==> config.mk <==
export PLATFORM = sky130hd
export DESIGN_NAME = paddle_motion_ctrl
export DESIGN_NICKNAME = d
export VERILOG_FILES = /design/src/rtl/paddle_pkg.sv /design/src/rtl/paddle_step_calc.sv /design/src/rtl/paddle_motion_ctrl.sv
export SDC_FILE = /design/constraint.sdc
export NUM_CORES = 1
export LEC_CHECK = 0
export CAP_MARGIN = 10
export CELL_PAD_IN_SITES_DETAIL_PLACEMENT = 1
export CELL_PAD_IN_SITES_GLOBAL_PLACEMENT = 2
export CORE_MARGIN = 3
export CORE_UTILIZATION = 31
export DETAILED_ROUTE_END_ITERATION = 12
export PLACE_DENSITY_LB_ADDON = 0.12
export SLEW_MARGIN = 20
export SYNTH_ARGS = -nofsm -noshare
export SYNTH_HDL_FRONTEND = slang
export SYNTH_SLANG_ARGS = --single-unit
==> constraint.sdc <==
create_clock -name clk50M -period 8.15 [get_ports clk50M]
set_input_delay 0.815 -clock clk50M [delete_from_list [all_inputs] [get_ports clk50M]]
set_output_delay 0.815 -clock clk50M [all_outputs]
set_load 0.02 [all_outputs]
Run 1, signal metal coverage by tile:
24 x 24 tiles, from dark blue (low) to red (high), scaled to the fullest tile. Values are wire area over tile area, all layers added.
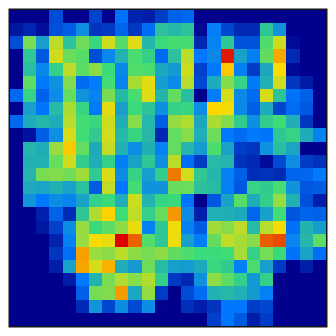
mean over tiles: 0.14
densest ninth of the die: center
emptiest ninth of the die: south-west
nearly empty tiles: 19%
via count: 3966
Avg WL per Cell: 17.1 um
GRT Util Overall: 0.181
final wirelength: 13.0 mm

Run 1, cell outlines without signal wires:
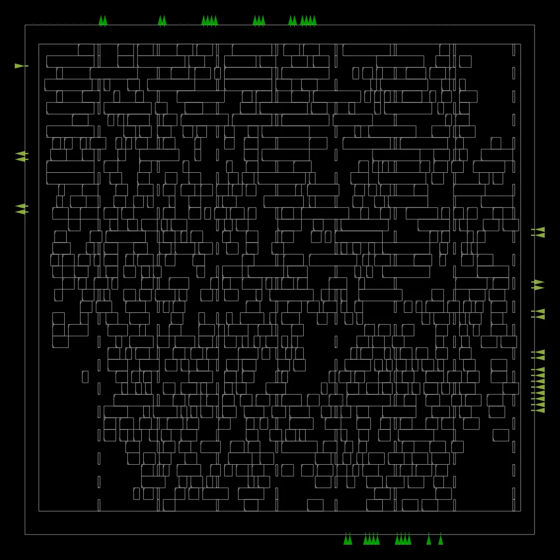
# rows: 40
tap cells: 168
core area: 12200 sq um
Filler cells: 1455
Finished Layout Cells: 758

Run 1, wires at chosen ports, followed through buffers:
The bar under the picture is 20 um long.
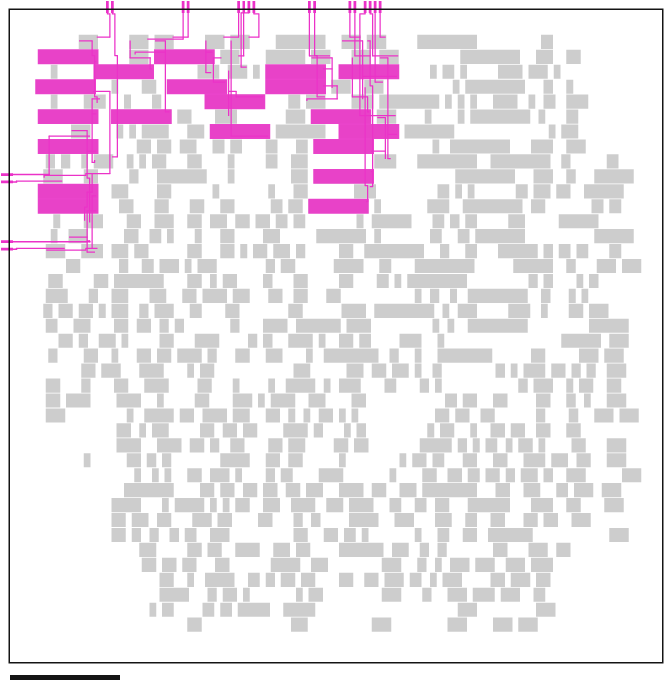
[magenta] y | bits: 20 | direction: output | end cells: 20 | buffers: 20 | wire: 599 um
num ports: 50
I/O Buffers: 49

Run 1, PDN straps and rails:
The bar under the picture is 20 um long. Pins as bars on the die edge. Tap cells in gray.
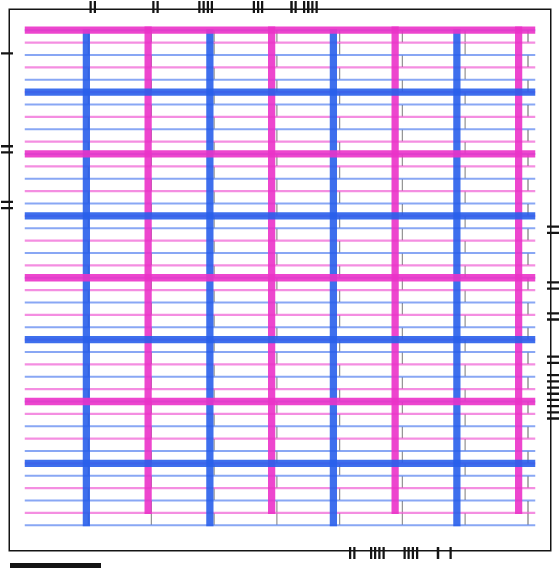
[magenta] VDD
[blue] VSS
met4 straps: 8
signal pins: 50
met1 rails: 41
tap cells: 168
Chip Width: 119 um
Peak supply drop: 0.0771 mV
chip height: 119 um

==> flow_summary.yaml <==
# flow metrics
power_and_ir_drop:
  combPwrFrac: 0.500
  internal_power_w: 0.000650
  p_total_w: 0.000988
  netSwitchingFraction: 0.343
  seqPwrFrac: 0.272
  p_switching_w: 0.000339
  p_leak_nw: 2.29
  p_clk_frac: 0.228
  power_density_nw_per_um2: 171
job:
  maxCapViolCount: 0
  warnings: 27
layout:
  syn_to_final_growth_pct: 46.8
  drive_above_1_share: 0.314
  largest_reg_flops: 20
  final_cell_mix: "buf_4 (106), nor2_1 (50), clkdlybuf4s50_1 (49)"
  logic_area_sq_um: 2740
  num_antenna_cells: 0
  regArea_sq_um: 1280
  nets: 641
  lay_top_count: "buf_4"
  post-route-util: 0.473
floorplanning:
  fp_util: 0.322
  chip_area_sq_um: 14100
clock_network:
  clk_path_buf_depth: 2
  cts_hold_buf: 0
  cts.clk_slew.worst_paths_ns: 0.07
  cts_buffers: 5
  cts_tree: "built"
  insertion_delay_ns: 0.29
  cts_root_buf: "clkbuf_16"
  htreeDepth: 2
  clock_sinks: 46
timing:
  final-max-slew-violation-count: 0
  setup_viol: 0
  final_hold_viol_count: 0
  max_freq_ghz: 0.127
  worst_pin_slew_ns: 1.02
  period_needed_ns: 7.86
  relSlewSlack: 0.319
  period_used_share: 0.964
  skew_ns: 0.00953
  fin_hold_ws_ns: 0.444
yosys:
  syn_area_sq_um: 3940
  yosysCellCount: 442
  syn_inst: 442
  synthFlopType: "edfxtp_1"
  synth_cell_types: 68
  yosys-top-cells-area: "edfxtp_1 (27%), ha_1 (7.3%), nor2_1 (5.1%)"
  ys_seq_elements: 46
  synthArstFlopShare: 0
  syn_avg_cell_area_sq_um: 8.91
  edf_count: 36
  top_area_frac: 0.275
  synth-seq-area-share: 0.325
  top_area_cell: "edfxtp_1"
  synth_warnings: 0
  synth_nets: 494
  yosys_area_sq_um: 3940
route:
  antenna_left: 0
  drc: 0
  first_pass_iters: 5
  drt_iter0_drc: 157
  viasPerCell: 5.23
run_status:
  outcome: "finished, final reports clean"
placement:
  hpwl_mm: 10.3
  gp_congestion: 0.844
setup_path:
  critPathCaptureType: "register"
  reg2reg_slack_ns: 0.55
  critical_path_arrival_ns: 7.89
  critPathSlowestCell: "clkdlybuf4s50_1"
  critPathMaxFanout: 12
  crit_required_ns: 8.18
  cpPeakStageDelay_ns: 0.51
  worstSetupPathType: "input pin to register"
  worst_setup_path_start_kind: "input pin"
  reg2regPathDepth: 33
min_path:
  hold_depth: 1
  hold_path_class: "register to register"
global_route:
  gr-total-overflow: 0
  grt_pass1_vias: 4180
  antenna_found_initial: 0
  grt_pass1_wl_mm: 21.0
  grt_max_degree: 19
## run 1: worst max-delay path: cells and delay by family
kind	cells	cell delay, ns
AND-OR/OR-AND	14	2.56
adder cells (fa/ha/maj)	6	1.77
buffers and inverters	4	0.88
multiplexers	2	0.38
AND/OR/NAND/NOR	9	1.49
## run 1: routing by layer
layer  global-route usage  routed length [um]
met4               0.0232                 102
met2                0.319                6530
met3               0.0340                 340
met1                0.236                5980
met5                    0                   0
## run 1: synth_stat cells, types with 3 or more instances
cell type  number
nand2_1        25
buf_2           3
nand4b_1        4
or3_1           7
clkbuf_1       10
edfxtp_1       36
ha_1           23
mux2_2         14
nor2b_1        11
nand4_1         3
or2_1           5
a21oi_1        20
xnor2_1         5
mux2i_1        16
o21a_1          7
a211oi_1       10
and3_1          3
o31ai_1         4
nand3_1        13
nor3_1         20
a21o_1          5
o21ai_1         5
nor2_1         54
nor3b_1         3
a31oi_1         6
o31a_1          5
dfxtp_1        10
xor2_1          7
o21ai_0        14
o211ai_1        7
nor4_1          5
or2_2           6
inv_1          22
nand2b_1        8
nor4b_1         3
## run 1: power groups by stage
stage,logic [W],clock network (W),registers [W]
5_1_grt,0.000543,0.000242,0.000270
2_1_floorplan,0.000235,0,0.000276
3_5_place_dp,0.000448,0,0.000274
3_3_place_gp,0.000440,0,0.000273
6_report,0.000494,0.000225,0.000269
4_1_cts,0.000461,0.000230,0.000269
## run 1: cells by family after synthesis
group / after synthesis / synth area share
AND/OR/NAND/NOR: 180 / 0.237
AND-OR/OR-AND: 109 / 0.206
flip-flops: 46 / 0.325
buffers and inverters: 39 / 0.0381
multiplexers: 31 / 0.0836
adder cells (fa/ha/maj): 25 / 0.0833
XOR/XNOR: 12 / 0.0267
## run 1: stage by stage
step,setup WS (ns),cells,instance area (sq um),TNS (ns)
4_1_cts,0.0303,753,5560,0
6_report,0.290,758,5780,0
2_1_floorplan,0.241,442,3940,0
5_1_grt,-0.0440,758,5780,-0.0765
3_5_place_dp,-0.556,745,5340,-8.41
3_3_place_gp,-0.280,745,5340,-3.12
## run 1: final cells by class
cell class              instances  share of cell area
well taps                     168              0.0364
flip-flops and latches         46               0.222
repair buffers                155               0.223
clock buffers                   8              0.0290
multi-input cells             357               0.475
inverters                      24              0.0156
## run 1: timing repair
action,4_1_cts,5_1_grt
pin swaps,2,16
setup buffers,0,5
endpoints found under the setup margin,18,18
gates resized,13,40
Power figures rest on the tool's default switching activity, not on a simulated workload.
